==> src/rtl/uart_alu_pkg.sv <==
// Shared definitions for the UART-to-ALU receive and transmit interfaces.
package uart_alu_pkg;

  localparam int unsigned NbDbitDef = 8;
  localparam int unsigned NbOperDef = 6;

  typedef enum logic [1:0] {
    StWaitA  = 2'd0,
    StWaitB  = 2'd1,
    StWaitOp = 2'd2
  } rx_state_e;

endpackage

==> src/rtl/interfaz_rx.sv <==
// Assembles A, B, OP byte frames from the UART receiver into one ALU operand/operator set,
// with an inter-byte timeout and an operator range check.
module interfaz_rx
  import uart_alu_pkg::*;
#(
  parameter int unsigned NB_DBIT = NbDbitDef,
  parameter int unsigned NB_OPER = NbOperDef,
  parameter int unsigned TIMEOUT = 100000
) (
  input  logic                      i_clk,
  input  logic                      i_rst,
  input  logic        [NB_DBIT-1:0] i_data,
  input  logic                      i_rx_done,
  output logic signed [NB_DBIT-1:0] o_dato_a,
  output logic signed [NB_DBIT-1:0] o_dato_b,
  output logic        [NB_OPER-1:0] o_operador,
  output logic                      o_alu_valid,
  output logic                      o_error
);

  localparam int unsigned CntW = $clog2(TIMEOUT);
  localparam logic [CntW-1:0] CntLast = CntW'(TIMEOUT - 1);

  rx_state_e state_q, state_d;
  logic [CntW-1:0]    cnt_q, cnt_d;
  logic [NB_DBIT-1:0] sh_a_q, sh_a_d, sh_b_q, sh_b_d;
  logic [NB_DBIT-1:0] dato_a_q, dato_a_d, dato_b_q, dato_b_d;
  logic [NB_OPER-1:0] oper_q, oper_d;
  logic               valid_q, valid_d, error_q, error_d;
  logic               op_ok;
  logic               timed_out;

  assign op_ok     = (i_data[NB_DBIT-1:NB_OPER] == '0);
  assign timed_out = (cnt_q == CntLast);

  always_comb begin
    state_d  = state_q;
    cnt_d    = cnt_q;
    sh_a_d   = sh_a_q;
    sh_b_d   = sh_b_q;
    dato_a_d = dato_a_q;
    dato_b_d = dato_b_q;
    oper_d   = oper_q;
    valid_d  = 1'b0;
    error_d  = 1'b0;

    unique case (state_q)
      StWaitA: begin
        if (i_rx_done) begin
          sh_a_d  = i_data;
          cnt_d   = '0;
          state_d = StWaitB;
        end
      end
      StWaitB: begin
        if (i_rx_done) begin
          sh_b_d  = i_data;
          cnt_d   = '0;
          state_d = StWaitOp;
        end else if (timed_out) begin
          error_d = 1'b1;
          cnt_d   = '0;
          state_d = StWaitA;
        end else begin
          cnt_d = cnt_q + CntW'(1);
        end
      end
      StWaitOp: begin
        if (i_rx_done) begin
          cnt_d   = '0;
          state_d = StWaitA;
          if (op_ok) begin
            dato_a_d = sh_a_q;
            dato_b_d = sh_b_q;
            oper_d   = i_data[NB_OPER-1:0];
            valid_d  = 1'b1;
          end else begin
            error_d = 1'b1;
          end
        end else if (timed_out) begin
          error_d = 1'b1;
          cnt_d   = '0;
          state_d = StWaitA;
        end else begin
          cnt_d = cnt_q + CntW'(1);
        end
      end
      default: begin
        cnt_d   = '0;
        state_d = StWaitA;
      end
    endcase
  end

  always_ff @(posedge i_clk or negedge i_rst) begin
    if (!i_rst) begin
      state_q  <= StWaitA;
      cnt_q    <= '0;
      sh_a_q   <= '0;
      sh_b_q   <= '0;
      dato_a_q <= '0;
      dato_b_q <= '0;
      oper_q   <= '0;
      valid_q  <= 1'b0;
      error_q  <= 1'b0;
    end else begin
      state_q  <= state_d;
      cnt_q    <= cnt_d;
      sh_a_q   <= sh_a_d;
      sh_b_q   <= sh_b_d;
      dato_a_q <= dato_a_d;
      dato_b_q <= dato_b_d;
      oper_q   <= oper_d;
      valid_q  <= valid_d;
      error_q  <= error_d;
    end
  end

  assign o_dato_a    = dato_a_q;
  assign o_dato_b    = dato_b_q;
  assign o_operador  = oper_q;
  assign o_alu_valid = valid_q;
  assign o_error     = error_q;

endmodule

==> config.mk <==
export PLATFORM = sky130hd
export DESIGN_NAME = interfaz_rx
export DESIGN_NICKNAME = d
export VERILOG_FILES = /design/src/rtl/uart_alu_pkg.sv /design/src/rtl/interfaz_rx.sv
export SDC_FILE = /design/constraint.sdc
export NUM_CORES = 1
export LEC_CHECK = 0
export CORE_ASPECT_RATIO = 1.2
export CORE_UTILIZATION = 40
export CTS_BUF_LIST = sky130_fd_sc_hd__clkbuf_16
export DETAILED_ROUTE_END_ITERATION = 7
export GPL_ROUTABILITY_DRIVEN = 0
export PLACE_DENSITY = 0.64
export SETUP_SLACK_MARGIN = 0.15
export SLEW_MARGIN = 15
export SYNTH_ARGS = -nofsm -noshare
export SYNTH_HDL_FRONTEND = slang
export SYNTH_SLANG_ARGS = --single-unit
==> constraint.sdc <==
create_clock -name i_clk -period 2.5 [get_ports i_clk]
set_input_delay 0.25 -clock i_clk [delete_from_list [all_inputs] [get_ports i_clk]]
set_output_delay 0.25 -clock i_clk [all_outputs]
set_load 0.05 [all_outputs]
==> run summary, run 1 <==
Item: results of the latest flow run.

- The flow ran to the end, and the final reports show no timing, DRC or antenna violations.
- The remaining routing DRC violations is 0.
- The clock network consumes a total of ~1.4 mW.
- The flip-flop and latch count after synthesis is slightly below 60.
- The count of cells along the worst register-to-register path is 6.
- The routed metal-1 wire length is 2.291 mm.
- The endpoint of the lowest-slack register-to-register path is cnt_q[12]$_DFFE_PN0P_.
- The met3 demand-to-capacity share in global routing is about 5.4%.
- After synthesis, flip-flops and latches occupy between 50 and 60% of the total area.
- The placed wire-length estimate after detailed placement is between 3 and 4 mm.
- Setup repair after global routing left no endpoint under its margin.
- The number of signal-net inverters in the final layout is 7.
- The most common cell after layout, fill and taps aside is sky130_fd_sc_hd__dfrtp_1.
- Per the layout area report, the register area comes to 1476 um2.
- The relative contribution of sequential cells to total power is between 30% and 40%.
- The cell type of the slowest stage on the worst timing path is sky130_fd_sc_hd__dfrtp_1.
- The layout has 39 buffers outside the clock class.
- The fraction of final layout cells with drive strength greater than 1 is around a quarter.
- The core occupancy in the finished layout is a little over half.
- In this run, the synthesized area fraction spent on AND-OR/OR-AND gates is recorded as 6.094%.
- The number of flip-flops in the largest register is 17.
- The number of different library cells used by synthesis comes to approximately 43.
- The CTS tree is built.
- Of all the cell area in the finished design, the clock network holds about 10%.
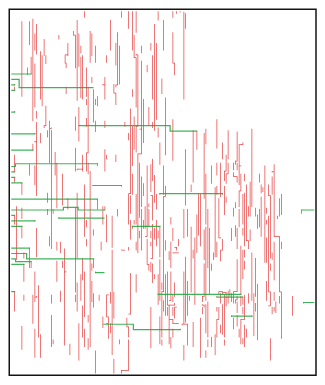
**Above:** run 1 (metal layers overlaid).
Drawn at 4 px/um. Only two layers are drawn.
[green] met3 | wire length: 289 um
[red] met2 | wire length: 2460 um
drt total wl: 5.118 mm
Global Route Usage Sum: 16.25%
Wirelength per Cell: 14.42 um

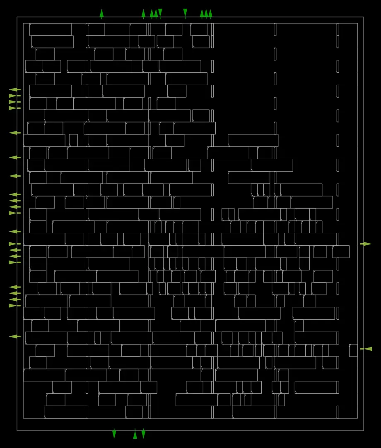
**Above:** run 1 (placed standard cells).
count of non-filler cells in the finished layout: 355
Rows: 32
filler instances: 595
flop count: 59

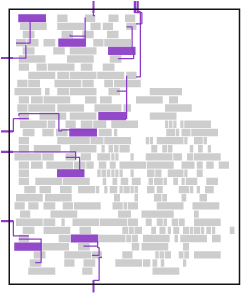
**Above:** run 1 (nets reached from selected ports).
Drawn at 3 px/um.
[purple] o_dato_b | bits: 8 | direction: output | end cells: 8 | buffers: 8 | wire: 238 um
count of pins on the block boundary: 35
quantity of I/O buffers inserted on ports: 34

--- run 2 (diff from run 1) ---
==> constraint.sdc (replaced) <==
create_clock -name i_clk -period 1.9 [get_ports i_clk]
set_input_delay 0.19 -clock i_clk [delete_from_list [all_inputs] [get_ports i_clk]]
set_output_delay 0.19 -clock i_clk [all_outputs]
set_load 0.05 [all_outputs]
==> run 2 against run 1 <==
Net effect:
- fmax rose by 16%
- power rose by 36%
- synthesized cell count unchanged
- critical endpoint is now state_q[1]$_DFFE_PN0P_
- critical path depth fell by 2
- clock skew down 0.0027 ns
- combinational power up 45%
- largest cell class unchanged
- count of clock-buffer cells in the layout is the same
- register-to-register slack worse by 0.33 ns
- clock power up 31%
==> run summary, run 2 <==
Item: results of the latest flow run.

- The fraction of area in clock buffers and inverters is 9.420% (-0.49 points).
- The maximum number of pins on one net before global-route repair is approximately 60.
- The compound-cell area share of the yosys netlist is 6.094% (unchanged).
- The number of library cell types mapped by synthesis came to 43 (unchanged).
- The wire length reported by the detailed router is 5.463 mm (+6.7%).
- The I/O pin count is 35 (unchanged).
- The maximum clock frequency is 583.3 MHz.
- Setup repair after global routing could not meet its margin everywhere.
- On the worst setup and hold paths after CTS, the clock-pin slew comes to around 0.050 ns.
- The layout sequential cell count came to 59 (unchanged).
- The adder-cell area share of the yosys netlist is under 10%.
- The longest clock path from root to sink contains 2 buffers.
- The power in the clock group is 1.83 mW (+31%).
- The most common cell after layout, fill and taps aside is sky130_fd_sc_hd__dfrtp_1.
- The number of flip-flops in the largest register came to 17 (unchanged).
- The register cell area after layout is 1476 um2 (unchanged).
- The number of cells in the finished layout apart from fillers is 367 (+3.4%).
- The share of flip-flops with an asynchronous set or reset is 100.0%.
- The flip-flop and latch count after synthesis is 59 (unchanged).
- The core occupancy in the finished layout is 56.60% (+2.8 points).
- The fraction of the yosys area taken by sequential cells is 55.74% (unchanged).
- The count of cells along the worst register-to-register path came to 4 (-2).
- At floorplan, the net count of the design was reported as roughly 240.
- The combined global-route utilization of all metal layers is 17.39% (+1.1 points).
- STA lists the endpoint of the worst register-to-register path as state_q[1]$_DFFE_PN0P_.
- TritonCTS built the clock tree.
- The run finished with clean final reports.
- The routed metal-1 wire length is 2.287 mm (-0.17%).
- The peak-usage layer in the global routing report is met2.
- The routed length per placed instance is 14.89 um (+3.3%).
- The cell row count is 32 (unchanged).
- The logs give a warning total of 31.
- The number of fill cells was 566 (-4.9%).
- The number of signal-net inverters in the final layout is 7 (unchanged).
- The count of plain and timing-repair buffers is 50 (+28%).
- The count of input and output buffers is 34 (unchanged).
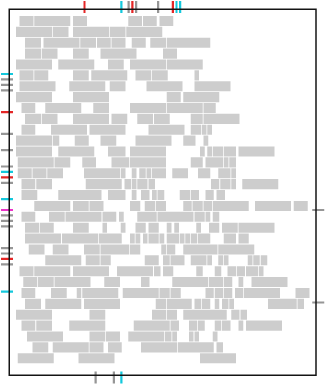
**Above:** run 2 (pin map).
Drawn at 4 px/um. Pins as bars across the die edge, other pins in gray.
[magenta] i_rx_done | pins: 1 | direction: input | edge: west
[cyan] o_dato_b | pins: 8 | direction: output | edge: 4 west, 3 north, 1 south
[red] o_operador | pins: 6 | direction: output | edge: 3 north, 3 west
vertical die dimension: 91.14 um
die span in x: 76.29 um

--- run 3 (diff from run 2) ---
--- a/config.mk
+++ b/config.mk
@@ -5,11 +5,12 @@
 export SDC_FILE = /design/constraint.sdc
 export NUM_CORES = 1
 export LEC_CHECK = 0
+export CAP_MARGIN = 10
 export CORE_ASPECT_RATIO = 1.2
 export CORE_UTILIZATION = 40
 export CTS_BUF_LIST = sky130_fd_sc_hd__clkbuf_16
 export DETAILED_ROUTE_END_ITERATION = 7
-export GPL_ROUTABILITY_DRIVEN = 0
+export GPL_TIMING_DRIVEN = 0
 export PLACE_DENSITY = 0.64
 export SETUP_SLACK_MARGIN = 0.15
 export SLEW_MARGIN = 15
==> run 3 against run 2 <==
Net effect:
- via count grew 1.4%
- fmax increased by 0.87%
- cell area shrank 0.69%
- final cell count up 1.1%
==> run summary, run 3 <==
Item: results of the latest flow run.

- The most common cell after layout, fill and taps aside is sky130_fd_sc_hd__dfrtp_1.
- The relative max-transition margin is between 50% and 60%.
- Gates resized during post-CTS repair numbered 15.
- The cell row count is 32 (unchanged).
- The worst-case IR drop observed on VDD is ~0.93 mV.
- Setup repair after global routing could not meet its margin everywhere.
- The endpoint identified for the worst register-to-register timing path is o_dato_a[4]$_DFFE_PN0P_.
- The maximum root-to-sink buffer count is 2 (unchanged).
- The critical path is of the register to register type.
- The routed length per placed instance is 14.60 um (-1.9%).
- The I/O pin count is 35 (unchanged).
- The count of plain and timing-repair buffers is 55 (+10%).
- The switching portion of total power is 37.53%.
- The relative contribution of sequential cells to total power is around a third.
- The core occupancy in the finished layout came to 56.21% (-0.39 points).
- The power in the clock group was 1.39 mW (-24%).
- The combined global-route utilization of all metal layers was 17.22% (-0.17 points).
- The number of signal-net inverters in the final layout is 7 (unchanged).
- The routed metal-1 wire length is 2.361 mm (+3.2%).
- The number of library cell types mapped by synthesis is 43 (unchanged).
- The cell sequence reported for the critical path is inv_2, ha_4, nand2_2, nor3_4, buf_4, buf_6, mux2_2.
- The internal portion of the total power is around 3.5 mW.
- The share of flip-flops with an asynchronous set or reset is 100.0% (unchanged).
- The fraction of the yosys area taken by sequential cells came to 55.74% (unchanged).
- The floorplan step defined a core boundary enclosing 6406 um2.
- The clock input transition at the sequential cells of the worst setup and hold paths came to 0.05 ns (about the same).
- The number of cells in the finished layout apart from fillers is 371 (+1.1%).
- The fraction of area in clock buffers and inverters is 7.193% (-2.2 points).
- In the power breakdown, the biggest contributor is combinational cells.
- The compound-cell area share of the yosys netlist came to 6.094% (unchanged).
- The run finished with clean final reports.
- The maximum number of pins on one net before global-route repair is 60 (unchanged).
- The die extent in x is 76.29 um (unchanged).
- The cell depth of the worst setup path is 7.
- The maximum fanout along the worst path is 5.
- The die extent in y is 91.14 um (unchanged).
- The register cell area after layout is 1479 um2 (+0.17%).
- The flip-flop and latch count after synthesis is 59 (unchanged).
- The signal arrival time at the worst endpoint is between 1.5 and 2 ns.
- The number of flip-flops in the largest register is 17 (unchanged).
- The number of global-route vias before repair was 1917.
- Combinational cells account for 41.1% of the total power.
- The number of fill cells is 550 (-2.8%).
- The count of cells along the worst register-to-register path was 7 (+3).
- TritonCTS built the clock tree.
- The wire length reported by the detailed router is 5.416 mm (-0.86%).
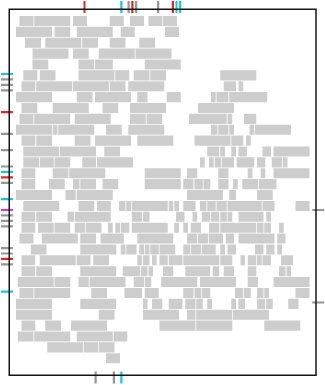
**Above:** run 3 (pin map).
Drawn at 4 px/um. Pins as bars across the die edge, other pins in gray.
[magenta] i_rx_done | pins: 1 | direction: input | edge: west
[cyan] o_dato_b | pins: 8 | direction: output | edge: 4 west, 3 north, 1 south
[red] o_operador | pins: 6 | direction: output | edge: 3 north, 3 west
all pins by edge: 21 west, 9 north, 3 south, 2 east
quantity of I/O buffers inserted on ports: 33


==> screenshots <==
Sizing map.
Drawn at 4 px/um.
panel A
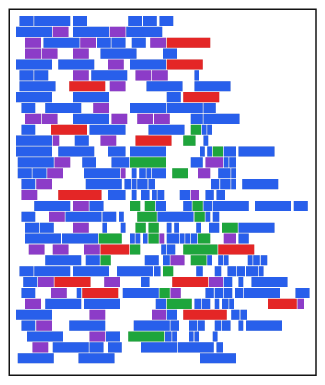
panel B
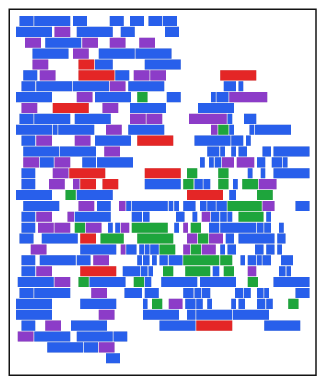
panel C
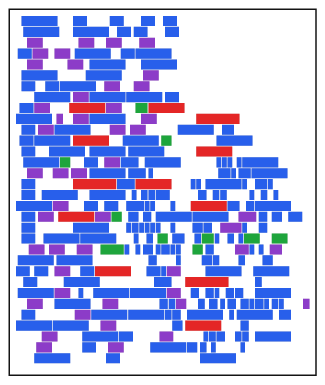
| picture | from |
|---|---|
| panel C | run 1 |
| panel B | run 3 |
| panel A | run 2 |

Key to panel C:
[blue] drive 1 or less | cells: 200 | most used: dfrtp_1
[red] drive 6 and up | cells: 12 | most used: clkbuf_16
[purple] drive 2 | cells: 48 | most used: mux2_2
[green] drive 3 to 4 | cells: 10 | most used: buf_4

No activity file was given, so power comes from the tool's default toggle rates.
